Clock wires, drivers and flops:
Scale: 2 px per um.
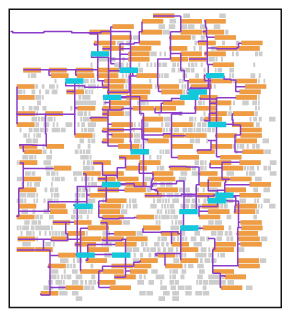
Signal wires by layer:
Scale: 2 px per um.
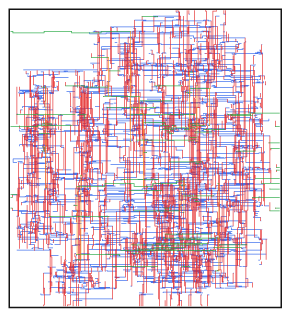
Register map, names as in the netlist:
Scale: 2 px per um. Other sequential cells in the stronger grey, the rest of the logic in the fainter grey.
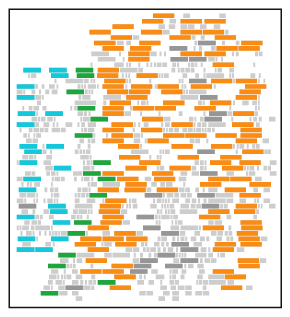
[src/rtl/lap_stopwatch_pkg.sv]
// Shared types and helpers for the lap stopwatch: BCD digit type, prescaler
// terminal-count helper and the run-state encoding.
package stopwatch_pkg;

  localparam int BCD_W = 4;

  typedef logic [BCD_W-1:0] bcd_t;

  typedef enum logic {
    ST_STOPPED = 1'b0,
    ST_RUNNING = 1'b1
  } run_state_e;

  // Terminal count of the prescaler: one tick every freq_mhz*1000*tick_ms cycles.
  function automatic int div_count(input int freq_mhz, input int tick_ms);
    return freq_mhz * 1000 * tick_ms - 1;
  endfunction

endpackage

[src/rtl/lap_stopwatch_if.sv]
// Key-pulse inputs and display/status outputs of the lap stopwatch core.
// master drives the key pulses, slave is the stopwatch core.
interface lap_stopwatch_if
  import stopwatch_pkg::*;
#(
  parameter int N_DIGITS  = 4,
  parameter int LAP_DEPTH = 8
);
  localparam int TW    = BCD_W * N_DIGITS;
  localparam int IDX_W = $clog2(LAP_DEPTH);

  logic             start_stop;
  logic             lap;
  logic             show_next;
  logic             clear;
  logic             running;
  logic [TW-1:0]    time_bcd;
  logic [TW-1:0]    lap_bcd;
  logic [IDX_W-1:0] lap_idx;
  logic [IDX_W:0]   lap_count;
  logic             lap_full;
  logic             ovf;

  modport master (
    output start_stop, lap, show_next, clear,
    input  running, time_bcd, lap_bcd, lap_idx, lap_count, lap_full, ovf
  );

  modport slave (
    input  start_stop, lap, show_next, clear,
    output running, time_bcd, lap_bcd, lap_idx, lap_count, lap_full, ovf
  );

endinterface

[src/rtl/lap_stopwatch_bcd_chain.sv]
// N-digit ripple-carry BCD counter with synchronous clear and optional
// saturation at all-nines.
module bcd_chain
  import stopwatch_pkg::*;
#(
  parameter int N_DIGITS = 4
) (
  input  logic                      clk,
  input  logic                      reset,
  input  logic                      inc,
  input  logic                      clr,
  input  logic                      sat,
  output logic [BCD_W*N_DIGITS-1:0] digits,
  output logic                      all_nines
);

  logic [BCD_W*N_DIGITS-1:0] r_digits;
  logic [N_DIGITS:0]         w_carry;

  // w_carry[k] is set when every digit below k holds 9.
  // NOTE: always_comb assigns a default before the loop so no path leaves a bit unassigned (no latch).
  always_comb begin
    w_carry    = '0;
    w_carry[0] = 1'b1;
    for (int k = 0; k < N_DIGITS; k++) begin
      w_carry[k+1] = w_carry[k] && (r_digits[BCD_W*k +: BCD_W] == bcd_t'(9));
    end
  end

  assign all_nines = w_carry[N_DIGITS];
  assign digits    = r_digits;

  // NOTE: sequential state uses non-blocking assignments so every flop samples pre-edge values.
  always_ff @(posedge clk or posedge reset) begin
    if (reset) begin
      r_digits <= '0;
    end else if (clr) begin
      r_digits <= '0;
    end else if (inc && !(sat && all_nines)) begin
      for (int k = 0; k < N_DIGITS; k++) begin
        if (w_carry[k]) begin
          r_digits[BCD_W*k +: BCD_W] <= (r_digits[BCD_W*k +: BCD_W] == bcd_t'(9))
                                        ? bcd_t'(0)
                                        : r_digits[BCD_W*k +: BCD_W] + bcd_t'(1);
        end
      end
    end
  end

endmodule

[src/rtl/lap_stopwatch.sv]
// BCD stopwatch core: prescaler, run control, N-digit time counter and a
// bounded lap store with paging.
module lap_stopwatch
  import stopwatch_pkg::*;
#(
  parameter int FREQ_MHZ  = 50,
  parameter int TICK_MS   = 100,
  parameter int N_DIGITS  = 4,
  parameter int LAP_DEPTH = 8,
  parameter int WRAP      = 1
) (
  input  logic           clk,
  input  logic           reset,
  lap_stopwatch_if.slave sw
);

  localparam int              DIV    = div_count(FREQ_MHZ, TICK_MS);
  localparam int              PW     = $clog2(DIV + 1);
  localparam int              TW     = BCD_W * N_DIGITS;
  localparam int              IDX_W  = $clog2(LAP_DEPTH);
  localparam logic [IDX_W:0]  LAST_C = (IDX_W+1)'(LAP_DEPTH - 1);
  localparam logic            SAT    = (WRAP == 0);

  run_state_e       r_state;
  run_state_e       w_state_next;
  logic [PW-1:0]    r_presc;
  logic             r_ovf;
  logic [IDX_W:0]   r_lap_count;
  logic [IDX_W-1:0] r_lap_idx;
  logic             r_lap_full;
  logic [TW-1:0]    r_lap_bcd;
  logic [TW-1:0]    r_lap_mem [LAP_DEPTH];

  logic             w_running;
  logic             w_tick;
  logic             w_clr;
  logic             w_start;
  logic             w_lap_ok;
  logic             w_page;
  logic [IDX_W:0]   w_idx_inc;
  logic [IDX_W-1:0] w_idx_next;
  logic [TW-1:0]    w_digits;
  logic             w_all_nines;

  assign w_running = (r_state == ST_RUNNING);
  assign w_tick    = w_running && (r_presc == PW'(DIV));
  assign w_clr     = sw.clear && !w_running;
  assign w_start   = sw.start_stop && !w_running;
  assign w_lap_ok  = sw.lap && !r_lap_full && !w_clr;
  assign w_page    = sw.show_next && (r_lap_count != '0);
  assign w_idx_inc  = {1'b0, r_lap_idx} + (IDX_W+1)'(1);
  assign w_idx_next = (w_idx_inc == r_lap_count) ? '0 : w_idx_inc[IDX_W-1:0];

  always_comb begin
    w_state_next = r_state;
    unique case (r_state)
      ST_STOPPED: if (sw.start_stop) w_state_next = ST_RUNNING;
      // A saturating overflow stops the watch as if start_stop had been pressed.
      ST_RUNNING: if (sw.start_stop || (SAT && w_tick && w_all_nines)) w_state_next = ST_STOPPED;
      default:    w_state_next = ST_STOPPED;
    endcase
  end

  always_ff @(posedge clk or posedge reset) begin
    if (reset) r_state <= ST_STOPPED;
    else       r_state <= w_state_next;
  end

  always_ff @(posedge clk or posedge reset) begin
    if (reset) begin
      r_presc <= '0;
    end else if (w_clr || w_start || w_tick) begin
      r_presc <= '0;
    end else if (w_running) begin
      r_presc <= r_presc + PW'(1);
    end
  end

  bcd_chain #(.N_DIGITS(N_DIGITS)) u_chain (
    .clk       (clk),
    .reset     (reset),
    .inc       (w_tick),
    .clr       (w_clr),
    .sat       (SAT),
    .digits    (w_digits),
    .all_nines (w_all_nines)
  );

  always_ff @(posedge clk or posedge reset) begin
    if (reset) begin
      r_ovf       <= 1'b0;
      r_lap_count <= '0;
      r_lap_idx   <= '0;
      r_lap_full  <= 1'b0;
      r_lap_bcd   <= '0;
    end else begin
      if (w_clr)                    r_ovf <= 1'b0;
      else if (w_tick && w_all_nines) r_ovf <= 1'b1;

      // A new lap takes precedence over paging in the same cycle.
      if (w_clr) begin
        r_lap_count <= '0;
        r_lap_idx   <= '0;
        r_lap_full  <= 1'b0;
        r_lap_bcd   <= '0;
      end else if (w_lap_ok) begin
        r_lap_count <= r_lap_count + (IDX_W+1)'(1);
        r_lap_idx   <= r_lap_count[IDX_W-1:0];
        r_lap_full  <= (r_lap_count == LAST_C);
        r_lap_bcd   <= w_digits;
      end else if (w_page) begin
        r_lap_idx   <= w_idx_next;
        r_lap_bcd   <= r_lap_mem[w_idx_next];
      end
    end
  end

  // NOTE: the lap array has no reset; entries at or above lap_count are never read.
  always_ff @(posedge clk) begin
    if (w_lap_ok) r_lap_mem[r_lap_count[IDX_W-1:0]] <= w_digits;
  end

  assign sw.running   = w_running;
  assign sw.time_bcd  = w_digits;
  assign sw.lap_bcd   = r_lap_bcd;
  assign sw.lap_idx   = r_lap_idx;
  assign sw.lap_count = r_lap_count;
  assign sw.lap_full  = r_lap_full;
  assign sw.ovf       = r_ovf;

endmodule

[src/flat_wrapper.sv]
// flat-port wrapper written by rule: the top's interface ports become plain ports
module lap_stopwatch_flat import stopwatch_pkg::*;
#(
  parameter int FREQ_MHZ  = 50,
  parameter int TICK_MS   = 100,
  parameter int N_DIGITS  = 4,
  parameter int LAP_DEPTH = 8,
  parameter int WRAP      = 1
)
  (clk, reset, sw_start_stop, sw_lap, sw_show_next, sw_clear, sw_running, sw_time_bcd, sw_lap_bcd, sw_lap_idx, sw_lap_count, sw_lap_full, sw_ovf);
  lap_stopwatch_if #(.N_DIGITS(N_DIGITS), .LAP_DEPTH(LAP_DEPTH)) sw_i ();
  input  logic clk;
  input  logic reset;
  input wire logic [$bits(sw_i.start_stop)-1:0] sw_start_stop;
  input wire logic [$bits(sw_i.lap)-1:0] sw_lap;
  input wire logic [$bits(sw_i.show_next)-1:0] sw_show_next;
  input wire logic [$bits(sw_i.clear)-1:0] sw_clear;
  output wire logic [$bits(sw_i.running)-1:0] sw_running;
  output wire logic [$bits(sw_i.time_bcd)-1:0] sw_time_bcd;
  output wire logic [$bits(sw_i.lap_bcd)-1:0] sw_lap_bcd;
  output wire logic [$bits(sw_i.lap_idx)-1:0] sw_lap_idx;
  output wire logic [$bits(sw_i.lap_count)-1:0] sw_lap_count;
  output wire logic [$bits(sw_i.lap_full)-1:0] sw_lap_full;
  output wire logic [$bits(sw_i.ovf)-1:0] sw_ovf;
  assign sw_i.start_stop = sw_start_stop;
  assign sw_i.lap = sw_lap;
  assign sw_i.show_next = sw_show_next;
  assign sw_i.clear = sw_clear;
  assign sw_running = sw_i.running;
  assign sw_time_bcd = sw_i.time_bcd;
  assign sw_lap_bcd = sw_i.lap_bcd;
  assign sw_lap_idx = sw_i.lap_idx;
  assign sw_lap_count = sw_i.lap_count;
  assign sw_lap_full = sw_i.lap_full;
  assign sw_ovf = sw_i.ovf;
  lap_stopwatch #(.FREQ_MHZ(FREQ_MHZ), .TICK_MS(TICK_MS), .N_DIGITS(N_DIGITS), .LAP_DEPTH(LAP_DEPTH), .WRAP(WRAP)) u_core (.clk(clk), .reset(reset), .sw(sw_i));
endmodule
[config.mk]
export PLATFORM = sky130hd
export DESIGN_NAME = lap_stopwatch_flat
export DESIGN_NICKNAME = d
export VERILOG_FILES = /design/src/rtl/lap_stopwatch_pkg.sv /design/src/rtl/lap_stopwatch_if.sv /design/src/rtl/lap_stopwatch_bcd_chain.sv /design/src/rtl/lap_stopwatch.sv /design/src/flat_wrapper.sv
export SDC_FILE = /design/constraint.sdc
export NUM_CORES = 1
export LEC_CHECK = 0
export CORE_ASPECT_RATIO = 1.1
export CORE_MARGIN = 1.5
export CORE_UTILIZATION = 45
export CTS_CLUSTER_DIAMETER = 120
export DETAILED_ROUTE_END_ITERATION = 8
export RECOVER_POWER = 25
export SYNTH_ARGS = -nofsm -noshare
export SYNTH_HDL_FRONTEND = slang
export SYNTH_SLANG_ARGS = --single-unit
[constraint.sdc]
create_clock -name clk -period 4.15 [get_ports clk]
set_clock_uncertainty 0.15 [all_clocks]
set_input_delay 0.83 -clock clk [delete_from_list [all_inputs] [get_ports clk]]
set_output_delay 0.83 -clock clk [all_outputs]
set_load 0.01 [all_outputs]
==> flow_summary.json <==
{
  "num-multi-input-gates": 482,
  "logic_area_um2": 2980,
  "die_area_um2": 20100,
  "openroad.warnings": 31,
  "hold_violations": 0,
  "crit_path_end": "u_core.sw.lap_bcd[7]",
  "ctsResizeCount": 0,
  "r2r-start": "u_core.sw.lap_idx[1]",
  "io_pins": 48,
  "hold_path_depth": 2,
  "grt_use_met1_pct": 28.3,
  "ys_sh_adder_pct": 1.88,
  "drtIter0Drc": 517,
  "p_switching_uw": 2740,
  "netlist.area_leader.share_pct": 44.4,
  "grt_pass1_wl_um": 32700,
  "cts_hold_buffers": 0,
  "status": "finished, final reports clean",
  "setup_viol": 0,
  "muxShareOfSynthArea_pct": 3.99,
  "rsz0062_at_grt": "no",
  "xor_area_share_pct": 3.47,
  "dr_total_vias": 5832,
  "grt_use_met3_pct": 4.09,
  "track_usage_pct": 21.5,
  "r2r-end": "u_core.sw.lap_bcd[7]",
  "fin_ws_ps": 805,
  "maxCapViolCount": 0,
  "gp_congestion": 0.873,
  "n_all_inverters": 15,
  "clock_buffers": 24,
  "yosysSeqAreaShare_pct": 63.2,
  "fp.dieH_um": 148,
  "lay_top_cells": "nand2_1 (129), edfxtp_1 (128), nor2_1 (69)",
  "wl_per_cell_um": 19.7,
  "crit_path_start": "u_core.sw.lap_idx[1]",
  "globalRouteOverflowTotal": 0,
  "clkCellAreaFrac_pct": 5.69,
  "p_sw_share_pct": 38.4,
  "postSynthCellCount": 729,
  "path_buffers": 1,
  "edf_count": 128,
  "cts_buffers": 17,
  "n_tap_cell": 247,
  "yosys-top-cells-count": "nand2_1 (129), edfxtp_1 (128), nor2_1 (69), dfrtp_1 (65), clkbuf_1 (34)",
  "top_cell": "nand2_1",
  "dominant_cells": "flip-flops and latches",
  "areaGrowthSynthToFinish_pct": 15.9,
  "setup_total_negative_slack_ps": 0,
  "wl_met1_um": 8710,
  "cts.sink_count": 193,
  "fp_nets": 748,
  "area_leaders": "edfxtp_1 (44%), dfrtp_1 (19%), nand2_1 (5.6%)",
  "peakVddDrop_mv": 0.551,
  "hp-start": "u_core.sw.ovf",
  "comb_share_pct": 29.7,
  "drt_wl_total_um": 20500,
  "row_count": 53,
  "drc": 0,
  "grt.busiest_layer": "met2",
  "worstHoldPathType": "reg2reg",
  "async_flop_share_pct": 33.7,
  "holdPathEnd": "u_core.sw.ovf",
  "cp.arrival_ps": 3550,
  "intPower_uw": 4380,
  "final_antenna_net_count": 0,
  "synth.avg_cell_area_um2": 11.9,
  "num_antenna_cells": 0,
  "critPathMaxStageDelay_ps": 850,
  "clock_path_buffers": 2,
  "ys.flops": 193,
  "power_top_consumer": "combinational logic"
}
Back to the opening pictures, 'clock wires, drivers and flops':
[flip-flops] orange | count: 193
[clock-net drivers] cyan | count: 17
[clock wires] purple | length: 2190 um
flops lie: widely spread
routed clock nets: 18
clk_lat worst skew: 430 ps
Clock power frac: 22.3%
Clock group: 1590 uW

Back to the opening pictures, 'signal wires by layer':
[M1] blue | wire length: 8710 um
[M4] orange | wire length: 395 um
[M2] red | wire length: 10400 um
[M3] green | wire length: 1020 um

Back to the opening pictures, 'register map, names as in the netlist':
[u_core.r_lap_mem] orange | sequential cells: 128
[u_core.r_presc] cyan | sequential cells: 23
[u_core.u_chain.digits] green | sequential cells: 16
not coloured: 26
sequential power: 2720 uW
FF/Latch Area: 5470 um2
Finished Core Util: 52.9%
Seq area share: 54.5%

[registers in the layout, indices dropped and copies added (netlist names)]
register and cells:
u_core.sw.lap_count 4, u_core.sw.running 1, u_core.sw.lap_full 1, u_core.sw.ovf 1, u_core.r_presc 23, u_core.u_chain.digits 16
u_core.sw.lap_bcd 16, u_core.sw.lap_idx 3, u_core.r_lap_mem 128
[per-stage QoR]
step	power, uW	std cells	instance area, um2	util [%]	hold WS [ps]
2_1_floorplan	4560	729	8650	-	354
3_3_place_gp	5500	1009	9480	50.0	318
3_5_place_dp	5560	1009	9480	50.0	328
4_1_cts	7160	1041	10000	53.0	346
5_1_grt	7540	1041	10000	52.9	366
6_report	7120	1041	10000	52.9	335
[tightest hold or removal path, cell delays in order (launching register included)]
cell	delay, ps
dfrtp_1	340
nand2_1	40
o21ai_0	60
Power and IR drop assume default switching activity.
